==> config.mk <==
export PLATFORM = sky130hd
export DESIGN_NAME = data_bus_bridge
export DESIGN_NICKNAME = d
export VERILOG_FILES = /design/src/rtl/data_bus_bridge_pkg.sv /design/src/rtl/data_bus_bridge_addr_decode.sv /design/src/rtl/data_bus_bridge.sv
export SDC_FILE = /design/constraint.sdc
export NUM_CORES = 1
export LEC_CHECK = 0
export CORE_AREA = 2 2 131 133
export DETAILED_ROUTE_END_ITERATION = 8
export DIE_AREA = 0 0 133 135
export GPL_TIMING_DRIVEN = 1
export PLACE_DENSITY = 0.76
export RECOVER_POWER = 25
export SYNTH_ARGS = -nofsm -noshare
export SYNTH_HDL_FRONTEND = slang
export SYNTH_SLANG_ARGS = --single-unit
==> constraint.sdc <==
create_clock -name clk -period 3.1 [get_ports clk]
set_clock_uncertainty 0.15 [all_clocks]
set_input_delay 0.31 -clock clk [delete_from_list [all_inputs] [get_ports clk]]
set_output_delay 0.31 -clock clk [all_outputs]
set_load 0.005 [all_outputs]
==> src/rtl/data_bus_bridge_pkg.sv <==
`default_nettype none
// ============================================================================
// Module      : data_bus_bridge_pkg
// Description : Shared types and constants for the CPU data bus bridge:
//               word/bit typedefs, memory map constants, one-hot region
//               indices and FSM state encodings.
// Revision    : 1.0 - initial release
// ============================================================================
package data_bus_bridge_pkg;

    typedef logic [31:0] Word_t;
    typedef logic        Bit_t;

    // Memory map. Ranges are [BASE, LIMIT).
    localparam Word_t c_SRAM_BASE      = 32'h8040_0000;
    localparam Word_t c_SRAM_LIMIT     = 32'h8080_0000;
    localparam Word_t c_UART_DATA_ADDR = 32'hBFD0_03F8;
    localparam Word_t c_UART_STAT_ADDR = 32'hBFD0_03FC;
    localparam Word_t c_VGA_BASE       = 32'hBA00_0000;
    localparam Word_t c_VGA_LIMIT      = 32'hBA07_5300;
    localparam Word_t c_VGA_ADDR_MASK  = 32'h000F_FFFF;

    // One-hot region vector bit positions.
    localparam int c_REGION_W     = 5;
    localparam int c_RGN_SRAM     = 0;
    localparam int c_RGN_UART_DAT = 1;
    localparam int c_RGN_UART_STA = 2;
    localparam int c_RGN_VGA      = 3;
    localparam int c_RGN_UNMAPPED = 4;

    typedef logic [c_REGION_W-1:0] Region_t;

    // Bridge FSM state encodings.
    localparam logic [1:0] c_ST_IDLE     = 2'd0;
    localparam logic [1:0] c_ST_SRAM_ACC = 2'd1;
    localparam logic [1:0] c_ST_UART_ACC = 2'd2;
    localparam logic [1:0] c_ST_DONE     = 2'd3;

endpackage : data_bus_bridge_pkg
`default_nettype wire

==> src/rtl/data_bus_bridge_addr_decode.sv <==
`default_nettype none
// ============================================================================
// Module      : bus_addr_decode
// Description : Combinational address decoder. Maps a CPU virtual data
//               address to exactly one region bit.
// Ports       : cpu_addr (in, 32)  - address to decode
//               region   (out, 5)  - one-hot region (see package indices)
// Revision    : 1.0 - initial release
// ============================================================================
module bus_addr_decode
    import data_bus_bridge_pkg::*;
(
    input  logic [31:0] cpu_addr,
    output Region_t     region
);

    always_comb begin
        region = '0;
        if (cpu_addr >= c_SRAM_BASE && cpu_addr < c_SRAM_LIMIT) begin
            region[c_RGN_SRAM] = 1'b1;
        end else if (cpu_addr == c_UART_DATA_ADDR) begin
            region[c_RGN_UART_DAT] = 1'b1;
        end else if (cpu_addr == c_UART_STAT_ADDR) begin
            region[c_RGN_UART_STA] = 1'b1;
        end else if (cpu_addr >= c_VGA_BASE && cpu_addr < c_VGA_LIMIT) begin
            region[c_RGN_VGA] = 1'b1;
        end else begin
            region[c_RGN_UNMAPPED] = 1'b1;
        end
    end

endmodule : bus_addr_decode
`default_nettype wire

==> src/rtl/data_bus_bridge.sv <==
`default_nettype none
// ============================================================================
// Module      : data_bus_bridge
// Description : Bridges the CPU data port to SRAM, UART and VGA. SRAM and
//               UART data accesses stall the CPU for WAIT+1 cycles through a
//               small FSM; UART status, VGA and unmapped accesses complete in
//               the request cycle with no stall.
// Ports       : clk, rst (async, active-high)
//               cpu_*  - CPU request / response
//               sram_* - SRAM op, address, data, mask
//               uart_* - UART ops, data, status bits
//               vga_*  - VGA write port
//               bus_error - sticky unmapped-access flag
// Revision    : 1.0 - initial release
// ============================================================================
module data_bus_bridge
    import data_bus_bridge_pkg::*;
#(
    parameter int SRAM_WAIT = 2,
    parameter int UART_WAIT = 1
) (
    input  logic        clk,
    input  logic        rst,
    input  logic [31:0] cpu_addr,
    input  logic        cpu_re,
    input  logic        cpu_we,
    input  logic [31:0] cpu_wdata,
    input  logic [3:0]  cpu_mask,
    output logic [31:0] cpu_rdata,
    output logic        cpu_stall,
    output logic        sram_read_op,
    output logic        sram_write_op,
    output logic [31:0] sram_addr,
    output logic [31:0] sram_data_write,
    output logic [3:0]  sram_byte_mask,
    input  logic [31:0] sram_data_read,
    output logic        uart_read_op,
    output logic        uart_write_op,
    output logic [31:0] uart_data_write,
    input  logic [31:0] uart_data_read,
    input  logic [1:0]  uart_mode,
    output logic        vga_write_op,
    output logic [31:0] vga_addr,
    output logic [31:0] vga_data_write,
    output logic        bus_error
);

    Region_t     w_region;
    logic        w_req;
    logic        w_rd;
    logic        w_slow_req;
    logic        w_last;
    logic        w_latch;
    logic [1:0]  w_state_nxt;
    logic [3:0]  w_cnt_nxt;

    logic [1:0]  r_state;
    logic [3:0]  r_cnt;
    logic [21:0] r_addr;
    logic [31:0] r_wdata;
    logic [3:0]  r_mask;
    logic        r_write;
    logic [31:0] r_rdata;
    logic        r_bus_error;

    bus_addr_decode u_decode (
        .cpu_addr (cpu_addr),
        .region   (w_region)
    );

    // Read-and-write together counts as a write.
    assign w_req      = cpu_re | cpu_we;
    assign w_rd       = cpu_re & ~cpu_we;
    assign w_slow_req = w_req & (w_region[c_RGN_SRAM] | w_region[c_RGN_UART_DAT]);

    assign w_last = (r_state == c_ST_SRAM_ACC) ? (r_cnt == 4'(SRAM_WAIT - 1))
                                               : (r_cnt == 4'(UART_WAIT - 1));

    always_comb begin
        w_state_nxt = r_state;
        w_cnt_nxt   = r_cnt;
        w_latch     = 1'b0;
        case (r_state)
            c_ST_IDLE: begin
                if (w_slow_req) begin
                    w_latch     = 1'b1;
                    w_cnt_nxt   = 4'd0;
                    w_state_nxt = w_region[c_RGN_SRAM] ? c_ST_SRAM_ACC : c_ST_UART_ACC;
                end
            end
            c_ST_SRAM_ACC, c_ST_UART_ACC: begin
                if (w_last) begin
                    w_state_nxt = c_ST_DONE;
                end else begin
                    w_cnt_nxt = r_cnt + 4'd1;
                end
            end
            c_ST_DONE: begin
                // Any request still present is ignored here.
                w_state_nxt = c_ST_IDLE;
            end
            default: begin
                w_state_nxt = c_ST_IDLE;
            end
        endcase
    end

    always_ff @(posedge clk or posedge rst) begin
        if (rst) begin
            r_state     <= c_ST_IDLE;
            r_cnt       <= 4'd0;
            r_addr      <= '0;
            r_wdata     <= '0;
            r_mask      <= '0;
            r_write     <= 1'b0;
            r_rdata     <= '0;
            r_bus_error <= 1'b0;
        end else begin
            r_state <= w_state_nxt;
            r_cnt   <= w_cnt_nxt;
            if (w_latch) begin
                r_addr  <= cpu_addr[21:0];
                r_wdata <= cpu_wdata;
                r_mask  <= cpu_mask;
                r_write <= cpu_we;
            end
            if ((r_state == c_ST_SRAM_ACC || r_state == c_ST_UART_ACC) && w_last) begin
                r_rdata <= (r_state == c_ST_SRAM_ACC) ? sram_data_read : uart_data_read;
            end
            if (r_state == c_ST_IDLE && w_req && w_region[c_RGN_UNMAPPED]) begin
                r_bus_error <= 1'b1;
            end
        end
    end

    // Ops decode straight from the state register so an asynchronous reset
    // drops them in the same cycle.
    assign sram_read_op    = (r_state == c_ST_SRAM_ACC) & ~r_write;
    assign sram_write_op   = (r_state == c_ST_SRAM_ACC) &  r_write;
    assign uart_read_op    = (r_state == c_ST_UART_ACC) & ~r_write;
    assign uart_write_op   = (r_state == c_ST_UART_ACC) &  r_write;
    assign sram_addr       = {10'b0, r_addr};
    assign sram_data_write = r_wdata;
    assign sram_byte_mask  = r_mask;
    assign uart_data_write = r_wdata;

    assign vga_write_op    = (r_state == c_ST_IDLE) & cpu_we & w_region[c_RGN_VGA];
    assign vga_addr        = cpu_addr & c_VGA_ADDR_MASK;
    assign vga_data_write  = cpu_wdata;

    assign cpu_stall = (r_state == c_ST_SRAM_ACC) | (r_state == c_ST_UART_ACC) |
                       ((r_state == c_ST_IDLE) & w_slow_req);

    always_comb begin
        cpu_rdata = '0;
        if (r_state == c_ST_DONE) begin
            cpu_rdata = r_rdata;
        end else if (r_state == c_ST_IDLE && w_rd && w_region[c_RGN_UART_STA]) begin
            cpu_rdata = {30'b0, uart_mode};
        end
    end

    assign bus_error = r_bus_error;

endmodule : data_bus_bridge
`default_nettype wire

==> run_1/layers.png <==
The bar under the picture is 50 µm long. Two of the layers only.
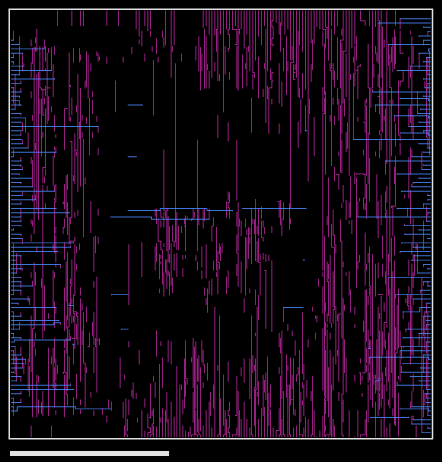
M2: in magenta, wire length 8090 µm. M3: in blue, wire length 1200 µm.
final WL: 15800 µm
Vias: 4322
overall routing resource usage: 17.6%

==> run_1/ff_map.png <==
The bar under the picture is 50 µm long.
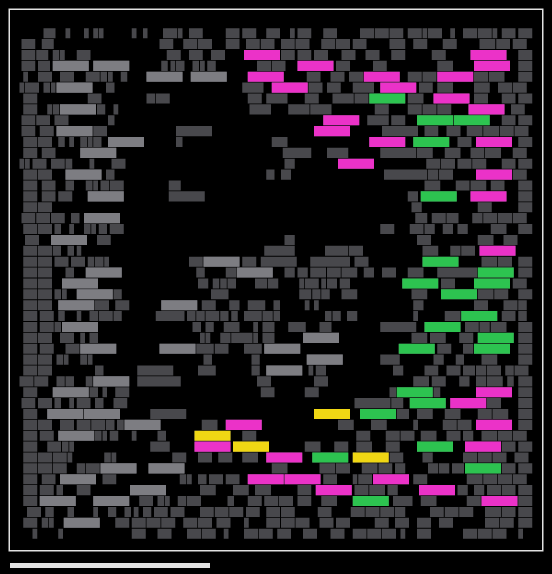
sram_data_write: in magenta, sequential cells 32. sram_byte_mask: in yellow, sequential cells 4, where bottom middle. r_addr: in green, sequential cells 22.
Another 40 sequential cells are not coloured.
Final Util: 53.7%
P_seq: 0.00169 W
register area: 2450 µm²
flop share of the area: 27.8%

==> run_1/clock_nets.png <==
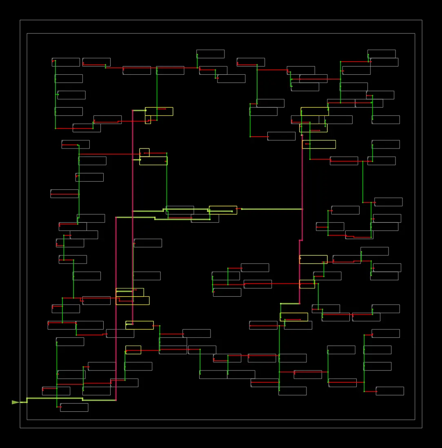
Sink Count: 98
clock buf count: 11
Clock Latency Late Sink: 0.34 ns

==> flow_metrics.py, run 1 <==
# Synthesis and PnR figures
metrics = {
    "worst_setup_path": {
        "cp.depth": 8,
        "cp_slowest_cell": "or4b_4",
        "worstPathRequired_ns": 2.64,
    },
    "finish": {
        "num-multi-input-gates": 284,
        "drive_above_1_share_pct": 14.6,
        "areaGrowthSynthToFinish_pct": 60.5,
        "clockNetworkAreaShare_pct": 3.71,
        "lay_top_cells": "clkdlybuf4s50_1, dfrtp_1, buf_4",
        "n_all_inverters": 6,
    },
    "synthesis": {
        "top_cell_area_share_pct": 44.7,
        "yosysUniqueCellTypes": 50,
        "aoi_share_pct": 6.84,
        "ys_area_um2": 5490,
        "ys_sh_simple_pct": 11.5,
        "ys.flop_type": "dfrtp_1",
    },
    "power": {
        "switching_share_pct": 31.8,
        "p_clk_share_pct": 24.9,
        "p_int_w": 0.00336,
    },
    "global_routing": {
        "grtUsageMet2_pct": 30.7,
        "grt_use_met1_pct": 21.2,
        "grt_pass1_wl_um": 24300,
        "grt_pass1_vias": 4334,
        "antenna_found_initial": 0,
        "busiest_layer": "met2",
    },
    "outcome": {
        "failed_checks": "capacitance limit, slew limit",
        "status": "finished, violations left",
    },
    "drt": {
        "drc": 0,
        "wl_met1_um": 6320,
        "first_pass_iters": 4,
    },
    "clock_network": {
        "cts_tree": "yes",
    },
    "job": {
        "maxCapViolCount": 1,
    },
    "sta": {
        "slew_viol_final": 41,
        "maxSlewHeadroom_pct": -27.4,
        "rsz0062_at_grt": "false",
        "fin_hold_ws_ns": 0.310,
    },
}
run 1: power groups by stage:
stage                     clock [W]  combinational [W]  sequential [W]
after global routing        0.00132            0.00226         0.00172
after global placement            0            0.00203         0.00170
after floorplan                   0            0.00120         0.00167
after CTS                   0.00127            0.00207         0.00169
after detailed placement          0            0.00207         0.00171
final                       0.00123            0.00202         0.00169
run 1: flip-flops by register name, indices dropped and copies added, names as in the netlist:
name             count
r_cnt                4
sram_byte_mask       4
sram_data_write     32
r_write              1
r_state              2
r_rdata             32
bus_error            1
r_addr              22
run 1: timing repair:
item,4_1_cts,5_1_grt
pin swaps,2,1
hold endpoints to repair,0,0
resized,10,0
setup endpoints to repair,3,1
buffers inserted,1,0
cloned,0,0
==> inputs of run 2 (changes only) <==
--- a/config.mk
+++ b/config.mk
@@ -11,6 +11,8 @@
 export GPL_TIMING_DRIVEN = 1
 export PLACE_DENSITY = 0.76
 export RECOVER_POWER = 25
+export SETUP_SLACK_MARGIN = 0.2
 export SYNTH_ARGS = -nofsm -noshare
 export SYNTH_HDL_FRONTEND = slang
 export SYNTH_SLANG_ARGS = --single-unit
+export TNS_END_PERCENT = 20
==> run_2/class_map.png <==
Fill, decap, tap and diode cells in grey.
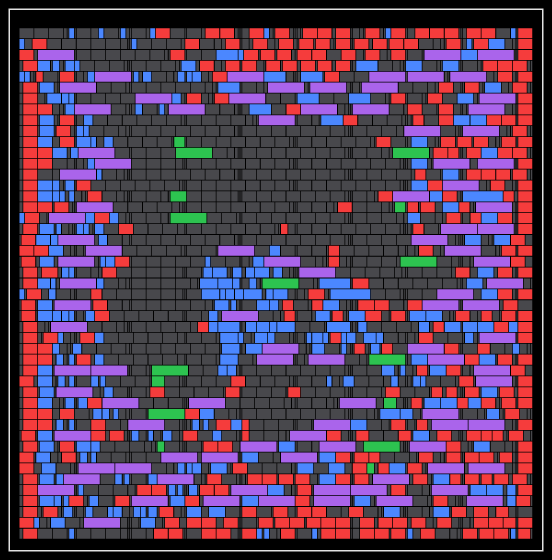
remaining logic cells: in blue, cells 290, share of their area 27%. remaining buffers and delay cells: in red, cells 358, share of their area 41%. clock drivers and dummy loads: in green, cells 16, share of their area 3.3%. registers: in purple, cells 98, share of their area 29%.
Final Instance Area: 8740 µm²
core area: 16400 µm²

==> flow_metrics.py, run 2 <==
# Synthesis and PnR figures
metrics = {
    "finish": {
        "lay_top_cells": "clkdlybuf4s50_1, dfrtp_1",
        "clkbuf_count": 9,
        "n_all_inverters": 6,
        "drive_above_1_share_pct": 15.0,
        "clockNetworkAreaShare_pct": 3.19,
        "final_core_util_pct": 53.3,
        "num-multi-input-gates": 284,
        "areaGrowthSynthToFinish_pct": 59.3,
    },
    "worst_setup_path": {
        "cp_slowest_cell": "or4_4",
        "worstPathRequired_ns": 2.64,
    },
    "global_routing": {
        "grt_pass1_vias": 4425,
        "grt_usage_pct": 17.6,
        "grt_pass1_wl_um": 24500,
        "antenna_found_initial": 0,
        "busiest_layer": "met2",
        "grtUsageMet2_pct": 29.9,
        "grt_use_met1_pct": 21.5,
    },
    "clock_network": {
        "cts_tree": "yes",
        "clock_latency_ns": 0.34,
    },
    "drt": {
        "wirelength_um": 15900,
        "vias": 4377,
        "wl_met1_um": 6500,
        "first_pass_iters": 4,
    },
    "sta": {
        "fin_hold_ws_ns": 0.208,
        "maxSlewHeadroom_pct": 7.50,
    },
    "synthesis": {
        "ys_sh_simple_pct": 11.5,
        "top_cell_area_share_pct": 44.7,
        "ys_area_um2": 5490,
        "ys.flop_type": "dfrtp_1",
        "yosysUniqueCellTypes": 50,
    },
    "outcome": {
        "status": "finished, final reports clean",
    },
    "job": {
        "maxCapViolCount": 0,
    },
    "power": {
        "p_clk_share_pct": 22.6,
        "switching_share_pct": 33.9,
    },
}
-- run 2: cell counts after synthesis --
Identical to the previous run, type by type.
-- run 2: power groups by stage --
stage | Clock, W | Sequential, W | Combinational (W)
final | 0.00107 | 0.00169 | 0.00198
after global routing | 0.00118 | 0.00172 | 0.00222
after CTS | 0.00111 | 0.00169 | 0.00201
after detailed placement | 0 | 0.00172 | 0.00202
after global placement | 0 | 0.00170 | 0.00200
after floorplan | 0 | 0.00167 | 0.00120
-- run 2: what timing repair did --
action | 4_1_cts | 5_1_grt
buffers inserted | 5 | 1
pin swaps | 5 | 4
cloned | 0 | 0
hold buffers | 0 | 0
setup endpoints to repair | 62 | 2
endpoints found under the hold margin | 0 | 0
gates resized | 27 | 2
No activity file was given, so power comes from the tool's default toggle rates.
